**Run 1: wire density map**

Scale: 4 px per um. The die is cut into 14 by 14 equal tiles; dark purple is low, yellow is high, scaled to the fullest tile. Values are wire area over tile area, all layers added.
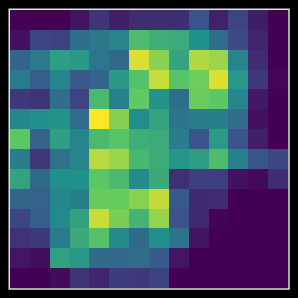
**Run 1: selected gate families**

Scale: 6 px per um.
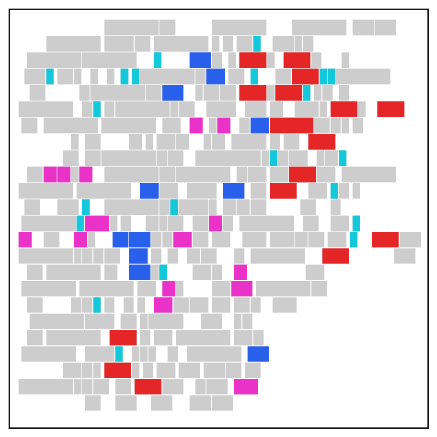
**Run 1: close-up of the layout**

Region (20, 20) to (50, 50) um. Cells in gray, sequential cells in the stronger gray; small squares are vias.
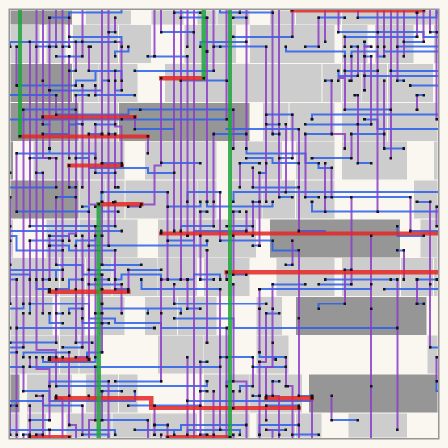
**Run 1: signal wires by layer**

Scale: 6 px per um. Only two layers are drawn.
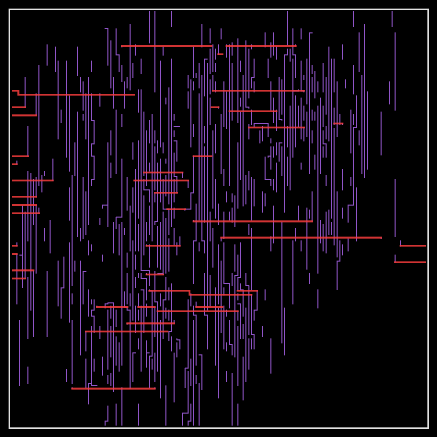
## src/rtl/rpn_pkg.sv

```systemverilog
// Shared opcodes, error codes and FSM encoding for the RPN command sequencer.
package rpn_pkg;

  localparam logic [2:0] OP_PUSH = 3'b000;
  localparam logic [2:0] OP_ADD  = 3'b001;
  localparam logic [2:0] OP_SUB  = 3'b010;
  localparam logic [2:0] OP_AND  = 3'b011;
  localparam logic [2:0] OP_OR   = 3'b100;
  localparam logic [2:0] OP_XOR  = 3'b101;
  localparam logic [2:0] OP_POP  = 3'b110;
  localparam logic [2:0] OP_CLR  = 3'b111;

  localparam logic [1:0] ERR_NONE  = 2'b00;
  localparam logic [1:0] ERR_UNDER = 2'b01;
  localparam logic [1:0] ERR_OVER  = 2'b10;
  localparam logic [1:0] ERR_STACK = 2'b11;

  typedef enum logic [2:0] {
    S_IDLE = 3'd0,
    S_POP1 = 3'd1,
    S_POP2 = 3'd2,
    S_CAP  = 3'd3,
    S_PUSH = 3'd4,
    S_CLRL = 3'd5,
    S_RESP = 3'd6
  } state_e;

  // Two-operand opcodes: pop B, pop A, push f(A, B).
  function automatic logic is_binop(input logic [2:0] op);
    return (op >= OP_ADD) && (op <= OP_XOR);
  endfunction

endpackage

```

## src/rtl/rpn_alu.sv

```systemverilog
// Combinational two-operand ALU; arithmetic wraps modulo 2^WIDTH.
module rpn_alu
  import rpn_pkg::*;
#(
  parameter int unsigned WIDTH = 4
) (
  input  logic [2:0]       op_i,
  input  logic [WIDTH-1:0] a_i,
  input  logic [WIDTH-1:0] b_i,
  output logic [WIDTH-1:0] result_c
);

  always_comb begin
    result_c = '0;
    case (op_i)
      OP_ADD:  result_c = a_i + b_i;
      OP_SUB:  result_c = a_i - b_i;
      OP_AND:  result_c = a_i & b_i;
      OP_OR:   result_c = a_i | b_i;
      OP_XOR:  result_c = a_i ^ b_i;
      default: result_c = '0;
    endcase
  end

endmodule

```

## src/rtl/rpn_calc.sv

```systemverilog
// RPN command sequencer: expands one command into single-cycle pulses on an
// external LIFO stack and returns one result or error per command.
module rpn_calc
  import rpn_pkg::*;
#(
  parameter int unsigned WIDTH = 4,
  parameter int unsigned DEPTH = 8
) (
  input  logic             Clk,
  input  logic             RstN,
  input  logic             cmd_valid,
  output logic             cmd_ready,
  input  logic [2:0]       cmd_op,
  input  logic [WIDTH-1:0] cmd_data,
  output logic             res_valid,
  output logic [WIDTH-1:0] res_data,
  output logic             res_err,
  output logic [1:0]       err_code,
  output logic             st_push,
  output logic             st_pop,
  output logic [WIDTH-1:0] st_din,
  input  logic [WIDTH-1:0] st_dout,
  input  logic             st_full,
  input  logic             st_empty,
  input  logic             st_error
);

  localparam int unsigned CW = $clog2(DEPTH + 1);

  state_e           state_q, state_d;
  logic [2:0]       op_q, op_d;
  logic [WIDTH-1:0] b_q, b_d;
  logic [WIDTH-1:0] val_q, val_d;
  logic [1:0]       code_q, code_d;
  logic [CW-1:0]    cnt_q, cnt_d;

  logic             cmd_ready_q, cmd_ready_d;
  logic             res_valid_q, res_valid_d;
  logic [WIDTH-1:0] res_data_q, res_data_d;
  logic             res_err_q, res_err_d;
  logic [1:0]       err_code_q, err_code_d;
  logic             st_push_q, st_push_d;
  logic             st_pop_q, st_pop_d;
  logic [WIDTH-1:0] st_din_q, st_din_d;

  logic [WIDTH-1:0] alu_result;

  // A arrives on st_dout during CAP; B was captured one cycle earlier.
  rpn_alu #(.WIDTH(WIDTH)) u_alu (
    .op_i     (op_q),
    .a_i      (st_dout),
    .b_i      (b_q),
    .result_c (alu_result)
  );

  always_comb begin
    state_d = state_q;
    op_d    = op_q;
    b_d     = b_q;
    val_d   = val_q;
    code_d  = code_q;
    cnt_d   = cnt_q;

    if (st_push_q) begin
      cnt_d = cnt_q + CW'(1);
    end else if (st_pop_q) begin
      cnt_d = cnt_q - CW'(1);
    end

    case (state_q)
      S_IDLE: begin
        if (cmd_valid && cmd_ready_q) begin
          op_d   = cmd_op;
          code_d = ERR_NONE;
          val_d  = '0;
          if (cmd_op == OP_PUSH) begin
            if ((cnt_q == CW'(DEPTH)) || st_full) begin
              code_d  = ERR_OVER;
              state_d = S_RESP;
            end else begin
              val_d   = cmd_data;
              state_d = S_PUSH;
            end
          end else if (cmd_op == OP_POP) begin
            if (cnt_q == '0) begin
              code_d  = ERR_UNDER;
              state_d = S_RESP;
            end else begin
              state_d = S_POP1;
            end
          end else if (cmd_op == OP_CLR) begin
            val_d   = WIDTH'(cnt_q);
            state_d = (cnt_q == '0) ? S_RESP : S_CLRL;
          end else if (cnt_q < CW'(2)) begin
            code_d  = ERR_UNDER;
            state_d = S_RESP;
          end else begin
            state_d = S_POP1;
          end
        end
      end
      S_POP1: state_d = is_binop(op_q) ? S_POP2 : S_CAP;
      S_POP2: begin
        b_d     = st_dout;
        state_d = S_CAP;
      end
      S_CAP: begin
        if (op_q == OP_POP) begin
          val_d   = st_dout;
          state_d = S_RESP;
        end else begin
          val_d   = alu_result;
          state_d = S_PUSH;
        end
      end
      S_PUSH: state_d = S_RESP;
      S_CLRL: begin
        if (cnt_q <= CW'(1)) begin
          state_d = S_RESP;
        end
      end
      S_RESP:  state_d = S_IDLE;
      default: state_d = S_IDLE;
    endcase

    // A stack fault ends the command early; RESP is already on its way out.
    if ((state_q != S_IDLE) && (state_q != S_RESP) && st_error) begin
      state_d = S_RESP;
      code_d  = ERR_STACK;
      if (st_empty) begin
        cnt_d = '0;
      end
    end

    st_push_d   = (state_d == S_PUSH);
    st_pop_d    = (state_d == S_POP1) || (state_d == S_POP2) || (state_d == S_CLRL);
    st_din_d    = (state_d == S_PUSH) ? val_d : '0;
    cmd_ready_d = (state_d == S_IDLE);
    res_valid_d = (state_d == S_RESP);
    res_err_d   = res_valid_d && (code_d != ERR_NONE);
    err_code_d  = res_valid_d ? code_d : ERR_NONE;
    res_data_d  = (res_valid_d && (code_d == ERR_NONE)) ? val_d : '0;
  end

  always_ff @(posedge Clk or posedge RstN) begin
    if (RstN) begin
      state_q     <= S_IDLE;
      op_q        <= '0;
      b_q         <= '0;
      val_q       <= '0;
      code_q      <= ERR_NONE;
      cnt_q       <= '0;
      cmd_ready_q <= 1'b0;
      res_valid_q <= 1'b0;
      res_data_q  <= '0;
      res_err_q   <= 1'b0;
      err_code_q  <= ERR_NONE;
      st_push_q   <= 1'b0;
      st_pop_q    <= 1'b0;
      st_din_q    <= '0;
    end else begin
      state_q     <= state_d;
      op_q        <= op_d;
      b_q         <= b_d;
      val_q       <= val_d;
      code_q      <= code_d;
      cnt_q       <= cnt_d;
      cmd_ready_q <= cmd_ready_d;
      res_valid_q <= res_valid_d;
      res_data_q  <= res_data_d;
      res_err_q   <= res_err_d;
      err_code_q  <= err_code_d;
      st_push_q   <= st_push_d;
      st_pop_q    <= st_pop_d;
      st_din_q    <= st_din_d;
    end
  end

  assign cmd_ready = cmd_ready_q;
  assign res_valid = res_valid_q;
  assign res_data  = res_data_q;
  assign res_err   = res_err_q;
  assign err_code  = err_code_q;
  assign st_push   = st_push_q;
  assign st_pop    = st_pop_q;
  assign st_din    = st_din_q;

endmodule

```

## config.mk

```make
export PLATFORM = sky130hd
export DESIGN_NAME = rpn_calc
export DESIGN_NICKNAME = d
export VERILOG_FILES = /design/src/rtl/rpn_pkg.sv /design/src/rtl/rpn_alu.sv /design/src/rtl/rpn_calc.sv
export SDC_FILE = /design/constraint.sdc
export NUM_CORES = 1
export LEC_CHECK = 0
export CAP_MARGIN = 20
export CORE_UTILIZATION = 49
export DETAILED_ROUTE_END_ITERATION = 10
export PLACE_DENSITY = 0.85
export REMOVE_ABC_BUFFERS = 1
export SKIP_CTS_REPAIR_TIMING = 1
export SYNTH_ARGS = -nofsm -noshare
export SYNTH_HDL_FRONTEND = slang
export SYNTH_SLANG_ARGS = --single-unit
```

## constraint.sdc

```tcl
create_clock -name Clk -period 2.7 [get_ports Clk]
set_input_delay 0.27 -clock Clk [delete_from_list [all_inputs] [get_ports Clk]]
set_output_delay 0.27 -clock Clk [all_outputs]
set_load 0.1 [all_outputs]
```

==> run summary <==
Max Slew Vio Count: 0
DP Area: 0.00262 mm^2
Core area: 0.00438 mm^2
Setup ws final: 168 ps
CP max stage delay: 440 ps
Sum Neg Setup Slack: 0 ps
DRT met1 WL: 2.37 mm
Routed met3 length: 288 um
Post-route ant nets: 0
# diodes: 0
M2 GR Usage: 40.5%
Register area share after synthesis: 39.1%
Crit-path slowest cell: fa_1
Detailed Place HPWL: 3.98 mm
Leak: 1.30 nW
Max VDD drop: 0.000737 V
Pwr Density: 1310 mW/mm^2
Post-route insts no fill: 338
Status: complete, no violations
R2r worst-path depth: 10
Worst r2r src: b_q[0]
Distinct lib cells used: 55
Drt drc: 0
CP top delay family: adder cells
GRT Max-Usage Layer: met2
Die area: 0.00484 mm^2
CP Cell Sequence: inv_1 > ha_1 > mux2_2 > fa_1 > xnor2_2 > mux2i_1 > o211ai_1 > nand3_1 > o311a_1 > nor3_1
Met1 Usage GRT: 31.1%
Asr flop ratio synth: 100%
Synthesized instance count: 245
YS chip area: 0.00224 mm^2
Post-Place Worst Slack: 134 ps
Main flop type: dfrtp_1
Cell row count: 24
WS Path Type: flip-flop to flip-flop
Drt pass-1 iters: 5
Final Instance Area: 0.00275 mm^2
Top sig layer: met4
Hold_ws: 355 ps
Crit. End Element: flip-flop
Vias in the first global route: 1900
Worst Path Buf+Inv: 1
Clk pwr: 0.517 mW
Synth flops: 35
Relative slew margins: 59.3%
Crit. path cell count: 10
Number of CTS-inserted buffers: 5
FP Core Util: 51.0%
Die y size: 69.6 um
Hold crit path type: input pin to async pin
Warnings, synthesis: 0
Main power group: combinational cells
Notes on 'wire density map' above:
mean over tiles	0.18
tiles over half the peak	30%
densest ninth of the die	middle
emptiest ninth of the die	bottom right
fullest tile	0.51
nearly empty tiles	17%
WL per Instance: 16.1 um
GRT Overall Usage: 24.1%
via count: 1966
DRT Wirelength: 5.43 mm

Notes on 'selected gate families' above:
color	family	cells
blue	AND-OR and OR-AND gates	11
red	adder and majority cells	16
cyan	inverters	21
magenta	AND and OR gates	15

Notes on 'close-up of the layout' above:
color	layer
blue	met1
red	met3
purple	met2
green	met4
sequential cells in the window	6
cells with their middle in the window	81
most frequent	a21oi_1 (7), dfrtp_1 (6), xnor2_1 (5)
netlist names of flops here include	op_q (3)

Notes on 'signal wires by layer' above:
color	layer	wire length
red	met3	288 um
purple	met2	2680 um

## run 1: final cells by class
| type | count | area, um^2 |
|---|---|---|
| Inverter | 21 | 78.8 |
| Multi-Input combinational cell | 179 | 1240 |
| Timing Repair Buffer | 43 | 363 |
| Sequential cell | 35 | 876 |
| Fill cell | 358 | 1640 |
| Clock buffer | 6 | 82.6 |
| Clock inverter | 2 | 38.8 |
| Tap cell | 52 | 65.1 |
## run 1: cell usage in the layout, fill, tap and decap left out, types with 2 or more instances in the layout
cell | netlist | final
dfrtp_1 | 35 | 35
buf_4 | 2 | 27
nor2_1 | 24 | 24
inv_1 | 20 | 20
a21oi_1 | 16 | 16
clkdlybuf4s50_1 | 0 | 16
nand2_1 | 15 | 15
ha_1 | 15 | 15
o21ai_0 | 13 | 12
xnor2_1 | 10 | 9
nor3_1 | 8 | 8
clkbuf_8 | 0 | 6
and2_1 | 5 | 5
nand3_1 | 5 | 5
nand2b_1 | 4 | 4
mux2_2 | 4 | 4
a22oi_1 | 4 | 4
o211ai_1 | 4 | 4
nor2b_1 | 4 | 3
a211o_1 | 3 | 3
o311a_1 | 3 | 3
a211oi_1 | 3 | 3
a221oi_1 | 3 | 3
o21ai_1 | 1 | 2
nor3b_1 | 2 | 2
and3_1 | 2 | 2
or3_1 | 2 | 2
nand3b_1 | 2 | 2
o2bb2ai_1 | 2 | 2
o32a_1 | 2 | 2
## run 1: flip-flops by register name, summed over array words and instances, names as in the netlist
signal	count
b_q	4
cmd_ready	1
cnt_q	4
code_q	2
err_code	2
op_q	3
res_data	4
res_err	1
res_valid	1
st_din	4
st_pop	1
st_push	1
state_q	3
val_q	4
## run 1: kinds of logic after synthesis
| family | count (synthesis) | synth area share (%) |
|---|---|---|
| AOI/OAI and AO/OA | 62 | 18.7 |
| xor gates and xnor gates | 11 | 4.31 |
| adders and majority gates | 16 | 9.28 |
| buffers and inverters | 31 | 5.70 |
| DFF | 35 | 39.1 |
| muxes | 5 | 2.46 |
| and+or+nand+nor | 85 | 20.4 |
## run 1: cells in the mapped netlist, types with 2 or more instances
| cell type | number | share of area [%] |
|---|---|---|
| o21ai_0 | 13 | 2.9 |
| nand2b_1 | 4 | 1.1 |
| nand3b_1 | 2 | 0.67 |
| dfrtp_1 | 35 | 39 |
| inv_1 | 20 | 3.4 |
| or3_1 | 2 | 0.56 |
| a221oi_1 | 3 | 1.2 |
| buf_4 | 2 | 0.67 |
| nand2_1 | 15 | 2.5 |
| a211oi_1 | 3 | 1.0 |
| a211o_1 | 3 | 1.2 |
| mux2_2 | 4 | 2.0 |
| a21oi_1 | 16 | 3.6 |
| nor3_1 | 8 | 1.8 |
| clkbuf_1 | 5 | 0.84 |
| nor2_1 | 24 | 4.0 |
| o32a_1 | 2 | 0.89 |
| xnor2_1 | 10 | 3.9 |
| o2bb2ai_1 | 2 | 0.78 |
| a22oi_1 | 4 | 1.3 |
| o311a_1 | 3 | 1.3 |
| nor3b_1 | 2 | 0.67 |
| o211ai_1 | 4 | 1.3 |
| buf_2 | 2 | 0.45 |
| and2_1 | 5 | 1.4 |
| ha_1 | 15 | 8.4 |
| nand3_1 | 5 | 1.1 |
| and3_1 | 2 | 0.56 |
| nor2b_1 | 4 | 1.1 |
No activity file was given, so power comes from the tool's default toggle rates.
